==> config.mk <==
export PLATFORM = sky130hd
export DESIGN_NAME = memory_arbiter_rr_flat
export DESIGN_NICKNAME = d
export VERILOG_FILES = /design/src/rtl/memory_arbiter_rr_pkg.sv /design/src/rtl/memory_arbiter_rr_if.sv /design/src/rtl/memory_arbiter_rr_rr_picker.sv /design/src/rtl/memory_arbiter_rr.sv /design/src/flat_wrapper.sv
export SDC_FILE = /design/constraint.sdc
export NUM_CORES = 1
export LEC_CHECK = 0
export CORE_AREA = 2 2 168 170
export DETAILED_ROUTE_END_ITERATION = 7
export DIE_AREA = 0 0 170 172
export PLACE_DENSITY = 0.48
export SYNTH_ARGS = -nofsm -noshare
export SYNTH_HDL_FRONTEND = slang
export SYNTH_SLANG_ARGS = --single-unit
==> constraint.sdc <==
create_clock -name CLK -period 1.8 [get_ports CLK]
set_input_delay 0.36 -clock CLK [delete_from_list [all_inputs] [get_ports CLK]]
set_output_delay 0.36 -clock CLK [all_outputs]
set_load 0.03 [all_outputs]
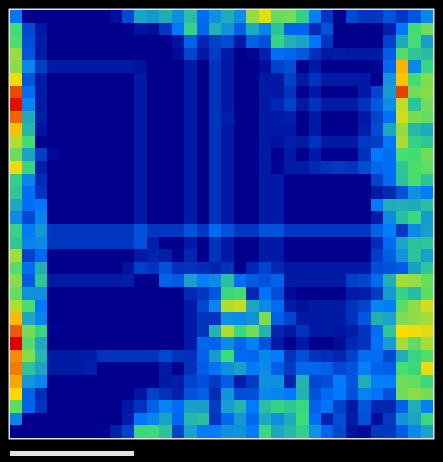
Fig. 1. Wiring heat map (run 1).
The bar under the picture is 50 µm long. The die is cut into 34 by 34 equal tiles; dark blue is low, red is high, scaled to the fullest tile. Values are wire area over tile area, all layers added.
emptiest ninth of the die: middle
fullest tile: 0.52
nearly empty tiles: 35%
tiles over half the peak: 7.6%
wire length per cell: 15.8 µm
via count: 2968
GRT Total Usage: 8.29%

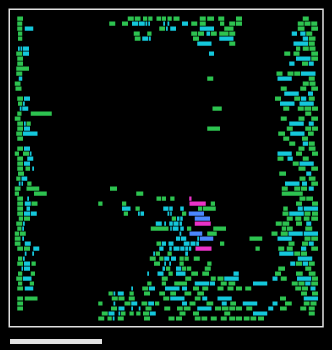
Fig. 2. Cells colored by class (run 1).
The bar under the picture is 50 µm long.
| color | class | cells |
|---|---|---|
| blue | registers | 4 |
| green | remaining buffers and delay cells | 321 |
| magenta | clock drivers and dummy loads | 4 |
| cyan | remaining logic cells | 173 |
Final Core Density: 20.6%
sequential portion of the cell area: 1.57%
Core ar.: 27500 µm²
Final Cell Area: 5660 µm²

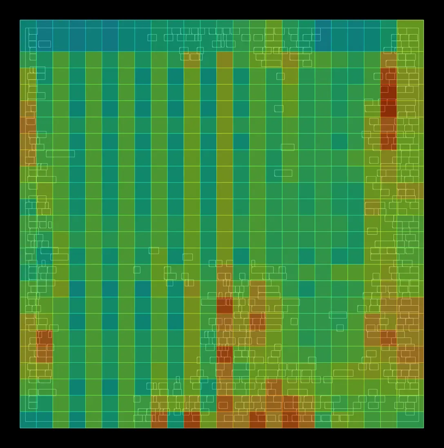
Fig. 3. Routing congestion map (run 1).
met3 Use GR: 2.93%
GRT met1 Usage: 7.33%
met2 Usage GRT: 16.6%
GRT busiest layer: met2

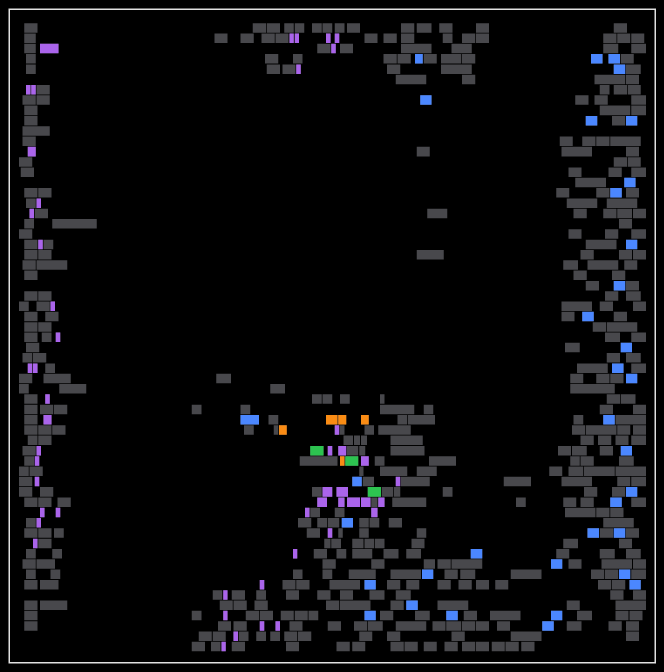
Fig. 4. Gate-type map (run 1).
| color | family | cells |
|---|---|---|
| orange | nand cells | 5 |
| blue | and/or cells | 35 |
| purple | nor cells | 49 |
| green | non-inverting ao/oa cells | 3 |
Commonest Layout Cell: clkdlybuf4s50_1
logic share of the area: 31.3%
final non-filler cell total: 848

==> summary.txt, run 1 <==
fresh numbers from the pnr run: most frequent cell after synthesis buf_4, total wire length ~13000 µm, Non-clock buffering overhead 57.8%, yosys aoi share roughly 3.5%, Tap Count 346, post-synthesis sequential area ratio under 10%, RSZ-0062 raised after global routing true, flop count 4, clock root cell clkbuf_16, MaxCap Viol Count 0, mapped cell area approximately 2800 µm², P_seq 138 µW, initial DRC count around 48, Sequential cell area roughly 89 µm², clk slew on worst S/H paths about 30 ps, fin crit share 115%, worst-path fanout max 8, Rel. slew slack 78.2%, Sw Ratio 36.0%, Synth cell types 34, Synth Flop Type dfxtp_1, Filler cells 3040, share of cells above drive strength 1 between 40 and 50%, ys flops 4, Final GP Congestion around 0.71, WP data required between 1000 and 1500 ps, # rows just over 60, port bufs about 270, Leak Pwr 2.16 nW, vias in the first global route around 3100, Top Layout Cells 198 x clkdlybuf4s50_1, 65 x buf_4, 39 x buf_6, mean number of vias per cell about 3.5, XOR Share, Synth 0%, Cell Pwr Density roughly 490 nW/µm², pin count of the biggest net entering global routing 24, # Post-CTS Setup Buffers 8, ys cells around 330, Reg2Reg Setup Slack approximately 190 ps, CLK BUF 4, Comb power 2.25 mW, nets@finish ~740, most frequent cells after synthesis 131 x buf_4, 38 x nor2_1, 33 x mux2i_1, Clk. pwr 357 µW, Logic pwr share 82.0%, sequential fraction of design power ~5%, Final WS setup -264 ps, clk buf depth 2, Die Y 172 µm, DP HPWL 11300 µm, H-tree depth 1, comb_multi_in about 170, Dominant combinational family buffers and inverters, Final ANT Viol Nets 0, Yosys chip area 2850 µm², path depth of the worst reg2reg path 7, post-CTS resize count between 200 and 300, P_int approximately 1.8 mW, Adder Area Share 0%, total die size 29200 µm², Tot Pwr ~2.7 mW, worst hold path type reg -> reg, post-synth top area share around 35%, fmax approximately 480 MHz, Cells after Synth ~330, endpoints failing setup ~63, TritonCTS sink count 4, Final TNS setup -10500 ps, first drt pass iteration count 4, CP Launch Type register, Largest cell class non-clock buffers, DRC 0, cts-stage hold buffer count 0, simple-gate share of the synthesized area approximately 17%, clock network share of area approximately 1.4%, failing checks setup timing, VDD IR max ~0.2 mV, Non-clock buffers approximately 320, CP arrival approximately 1700 ps, stage-log warning count 28, Cells after DPL 827, status finished with violations, Inverters, non-clock 4, top cells, area buf_4 35%, mux4_2 25%, mux2i_1 12%, Post-DP Area a little over 5000 µm², first-pass GRT wire length between 15000 and 20000 µm, clock buffer count from CTS 3, Pwr top combinational logic, Syn. warnings 0, Post-synth EDFFs 0
## run 1: kinds of logic (layout without fill, tap and decap cells)
family	count (synthesis)	count (layout)
multiplexers	66	66
buffers and inverters	153	329
AND-OR/OR-AND	14	14
flip-flops	4	4
AND/OR/NAND/NOR	89	89
## run 1: per-layer routing
| layer | vias to the layer above | GRT usage, % | wire, µm | part of all wire (%) |
|---|---|---|---|---|
| li1 | 1360 | - | - | - |
| met1 | 1337 | 7.33 | 4210 | 31 |
| met2 | 230 | 16.6 | 6950 | 52 |
| met3 | 41 | 2.93 | 1720 | 13 |
| met4 | 0 | 3.98 | 505 | 3.8 |
| met5 | - | 0 | 0 | 0 |
## run 1: critical path: stages (launching register included)
cell,delay (ps)
dfxtp_4,440
buf_12,160
buf_8,100
mux4_2,480
and2_4,160
buf_8,130
Fig. 5: run 1, routed clock nets over the placement
The bar under the picture is 50 µm long.
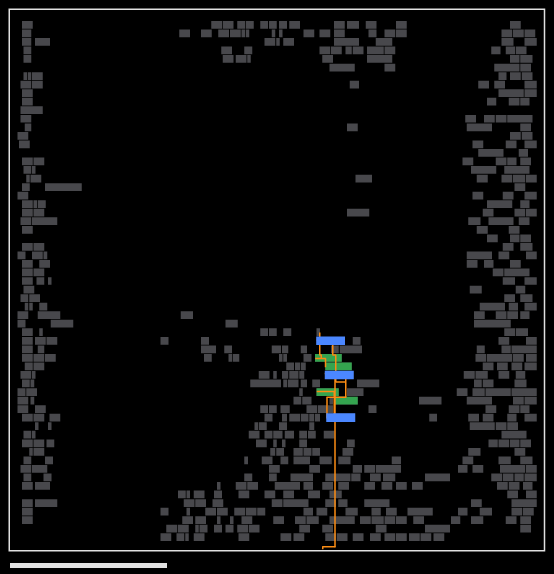

==> run 2, diff against run 1 <==
--- a/config.mk
+++ b/config.mk
@@ -8,7 +8,7 @@
 export CORE_AREA = 2 2 168 170
 export DETAILED_ROUTE_END_ITERATION = 7
 export DIE_AREA = 0 0 170 172
-export PLACE_DENSITY = 0.48
+export PLACE_DENSITY = 0.52
 export SYNTH_ARGS = -nofsm -noshare
 export SYNTH_HDL_FRONTEND = slang
 export SYNTH_SLANG_ARGS = --single-unit
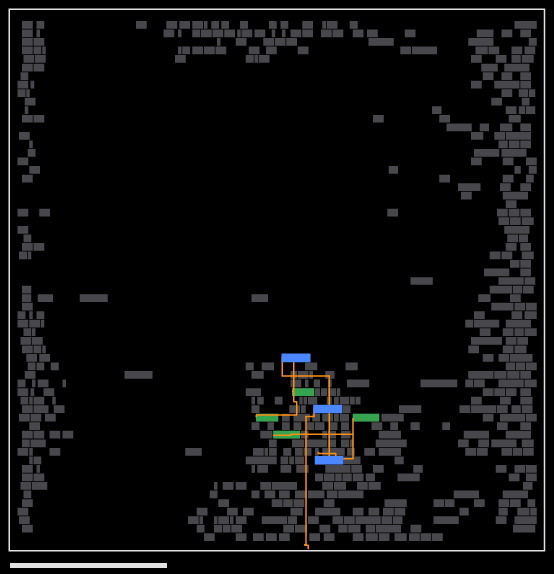
Fig. 6. Routed clock nets over the placement (run 2).
The bar under the picture is 50 µm long.
[blue] clock-net drivers | count: 3
[green] flip-flops | count: 4
[orange] clock wires | length: 187 µm
flops lie: bottom middle
Clk. pwr: 384 µW
Clk Latency, worst-skew pair: 240 ps

==> run 2 against run 1 <==
The flow still finishes with violations (setup timing). Wire length grew 6.7%. Clock skew grew 2.5 ps. Setup slack lost 51 ps. Die size is the same. Synthesized cell count is the same. Register-to-register slack lost 130 ps. Cell area grew 2.3%. Critical path depth is the same. Largest cell class unchanged.
==> summary.txt, run 2 <==
fresh numbers from the pnr run: most frequent cell after synthesis buf_4, Filler cells 2993 (-1.5%), GRT busiest layer met2, ys cells 326 (unchanged), RSZ-0062 raised after global routing true, wire length per cell 16.7 µm (+6.0%), hold path cells 1, met1 WL 4460 µm (+6.0%), failing checks setup timing, Core ar. 27500 µm² (unchanged), DP HPWL 10800 µm (-3.8%), Die Y 172 µm (unchanged), post-synthesis sequential area ratio 2.81% (unchanged), Dominant combinational family buffers and inverters, met3 Use GR 3.23% (+0.30 points), cell family with most CP delay multiplexers, first drt pass iteration count 4 (unchanged), final hold viol count 0, port bufs 271 (unchanged), Comb gate area between 1500 and 2000 µm², top cells, area buf_4 35%, mux4_2 25%, mux2i_1 12%, Post-DP Area 5040 µm² (-1.2%), worst path bufs/invs 3 (unchanged), Leak Pwr 2.21 nW (+2.4%), vias in the first global route 3163 (+3.6%), clock root cell clkbuf_16, pin count of the biggest net entering global routing 29 (+21%), Synth Flop Type dfxtp_1, IO Count between 400 and 500, critical path class reg -> out, Syn. warnings 0 (unchanged), yosys aoi share 3.51% (unchanged), clk slew on worst S/H paths 40 ps (about the same), worst slack, placed -543 ps, minimum clock period between 2000 and 2500 ps, Cell Pwr Density 503 nW/µm² (+3.6%), stage-log warning count 28 (unchanged), Worst setup EP type output pin, initial cell density of the core just over 10%, Final Max Slew Viols 0, mapped cell area 2850 µm² (unchanged), most frequent cells after synthesis 131 x buf_4, 38 x nor2_1, 33 x mux2i_1, nets@finish 740 (+0.41%), CTS tree done, worst slew pin tran ~320 ps, die span in x 170 µm, # rows 61 (unchanged), Reg2Reg Setup Slack 60 ps (-130 ps), Rel. slew slack 78.4% (+0.15 points), Critical-path top delay cell mux4_2, MaxCap Viol Count 0 (unchanged), path depth of the worst reg2reg path 7 (unchanged), mean number of vias per cell 3.58 (+2.2%), Final Core Density 21.1% (+0.48 points), routed wl met2 7540 µm (+8.4%), initial DRC count 134 (+180%), clock buffer count from CTS 3 (unchanged), hold_ws 593 ps, cts-stage hold buffer count 0 (unchanged), Layout area overhead 103%, worst-path cell chain buf_12 -> buf_16 -> mux4_2 -> and2_4 -> buf_12, metal3 WL 1840 µm (+6.8%), GRT met1 Usage 7.93% (+0.60 points), Yosys chip area 2850 µm² (unchanged), VDD IR max 0.274 mV (+34%), Crit. path cell count 5 (unchanged), post-synth top area share 34.5% (unchanged), simple-gate share of the synthesized area 16.6% (unchanged), Max stage delay on crit path 550 ps (+70 ps), Final TNS setup -10100 ps (+399 ps), Commonest Layout Cell clkdlybuf4s50_1, Final WS setup -314 ps (-50.7 ps), clk buf depth 2 (unchanged), TritonCTS sink count 4 (unchanged), endpoints failing setup 68 (+7.9%), initial antenna violation count 3, syn nets 560, Sequential cell area 87.6 µm² (-1.4%), syn_area_per_cell a little under 9 µm², Adder Area Share 0% (unchanged), H-tree depth 1 (unchanged), CP Launch Type register, Cells after DPL 820 (-0.85%), ys flops 4 (unchanged), Synth cell types 34 (unchanged), Overflow after GRT 0, WP data required 1440 ps (about the same), fin crit share 117% (+2.8 points), total die size 29200 µm² (unchanged), DRC 0 (unchanged), cell taking the most area after synthesis buf_4, status finished with violations, Tot Pwr 2.91 mW (+6.1%), via count 3051 (+2.8%), XOR Share, Synth 0% (unchanged), async set-reset flop share out of synthesis 0%, total wire length 14300 µm (+6.7%), share of cells above drive strength 1 39.4% (-0.63 points), Cells after Synth 326 (unchanged), Post-synth EDFFs 0 (unchanged), Final ANT Viol Nets 0 (unchanged), CP arrival 1750 ps (+50 ps), worst hold path type reg -> reg, Final GP Congestion 0.732 (+2.9%), met2 Usage GRT 17.0% (+0.46 points), fmax 473 MHz (-2.4%), GRT Total Usage 8.61% (+0.32 points), Final Cell Area 5790 µm² (+2.3%), CP dominant cell by count buf_12, uppermost routed layer met5, first-pass GRT wire length 18900 µm (+4.9%), Top Layout Cells 198 x clkdlybuf4s50_1, 63 x buf_4, 37 x nor2_1, Mux area share between 30% and 40%, Worst Skew between 5 and 6 ps, worst-path fanout max 7 (-1)
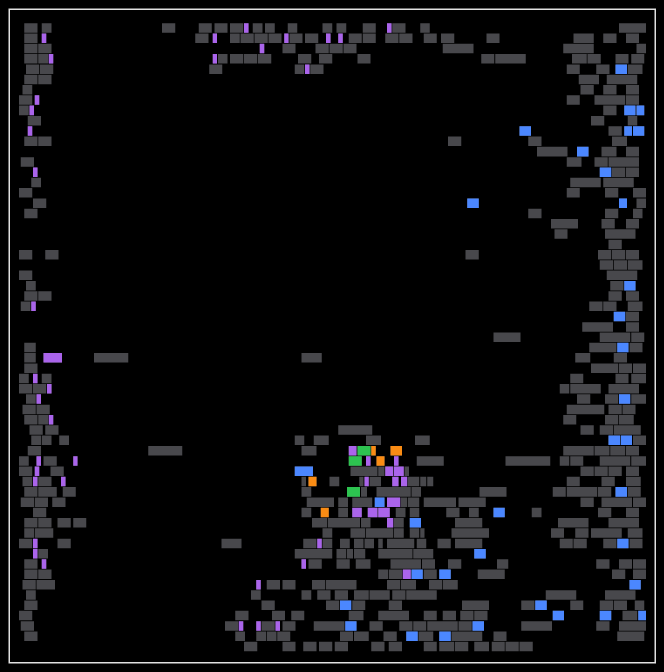
Fig. 7. Gate-type map (run 2).
| color | family | cells |
|---|---|---|
| green | non-inverting ao/oa cells | 3 |
| purple | nor cells | 49 |
| orange | nand cells | 5 |
| blue | and/or cells | 35 |
final non-filler cell total: 853
logic share of the area: 30.2%

-- run 2: cell counts after synthesis --
Identical to the previous run, type by type.
-- run 2: repair_timing --
action	in CTS	in global routing
endpoints found under the setup margin	69	71
pin swaps	25	10
gates cloned	5	3
endpoints found under the hold margin	0	0
gates resized	134	14
setup buffers	22	5
-- run 2: cell type report --
| type | count | share of cell area (%) |
|---|---|---|
| Inverter | 4 | 0.259 |
| Timing Repair Buffer | 324 | 59.1 |
| Multi-Input combinational cell | 169 | 30.2 |
| Sequential cell | 4 | 1.51 |
| Clock buffer | 4 | 1.36 |
| Antenna cell | 2 | 0.0865 |
| Tap cell | 346 | 7.48 |
-- run 2: report_power, final --
part / internal, mW / switching, mW / total [mW]
combinational: 1.44 / 0.961 / 2.40
sequential: 0.106 / 0.0198 / 0.126
clock: 0.295 / 0.0893 / 0.384
Power figures rest on the tool's default switching activity, not on a simulated workload.
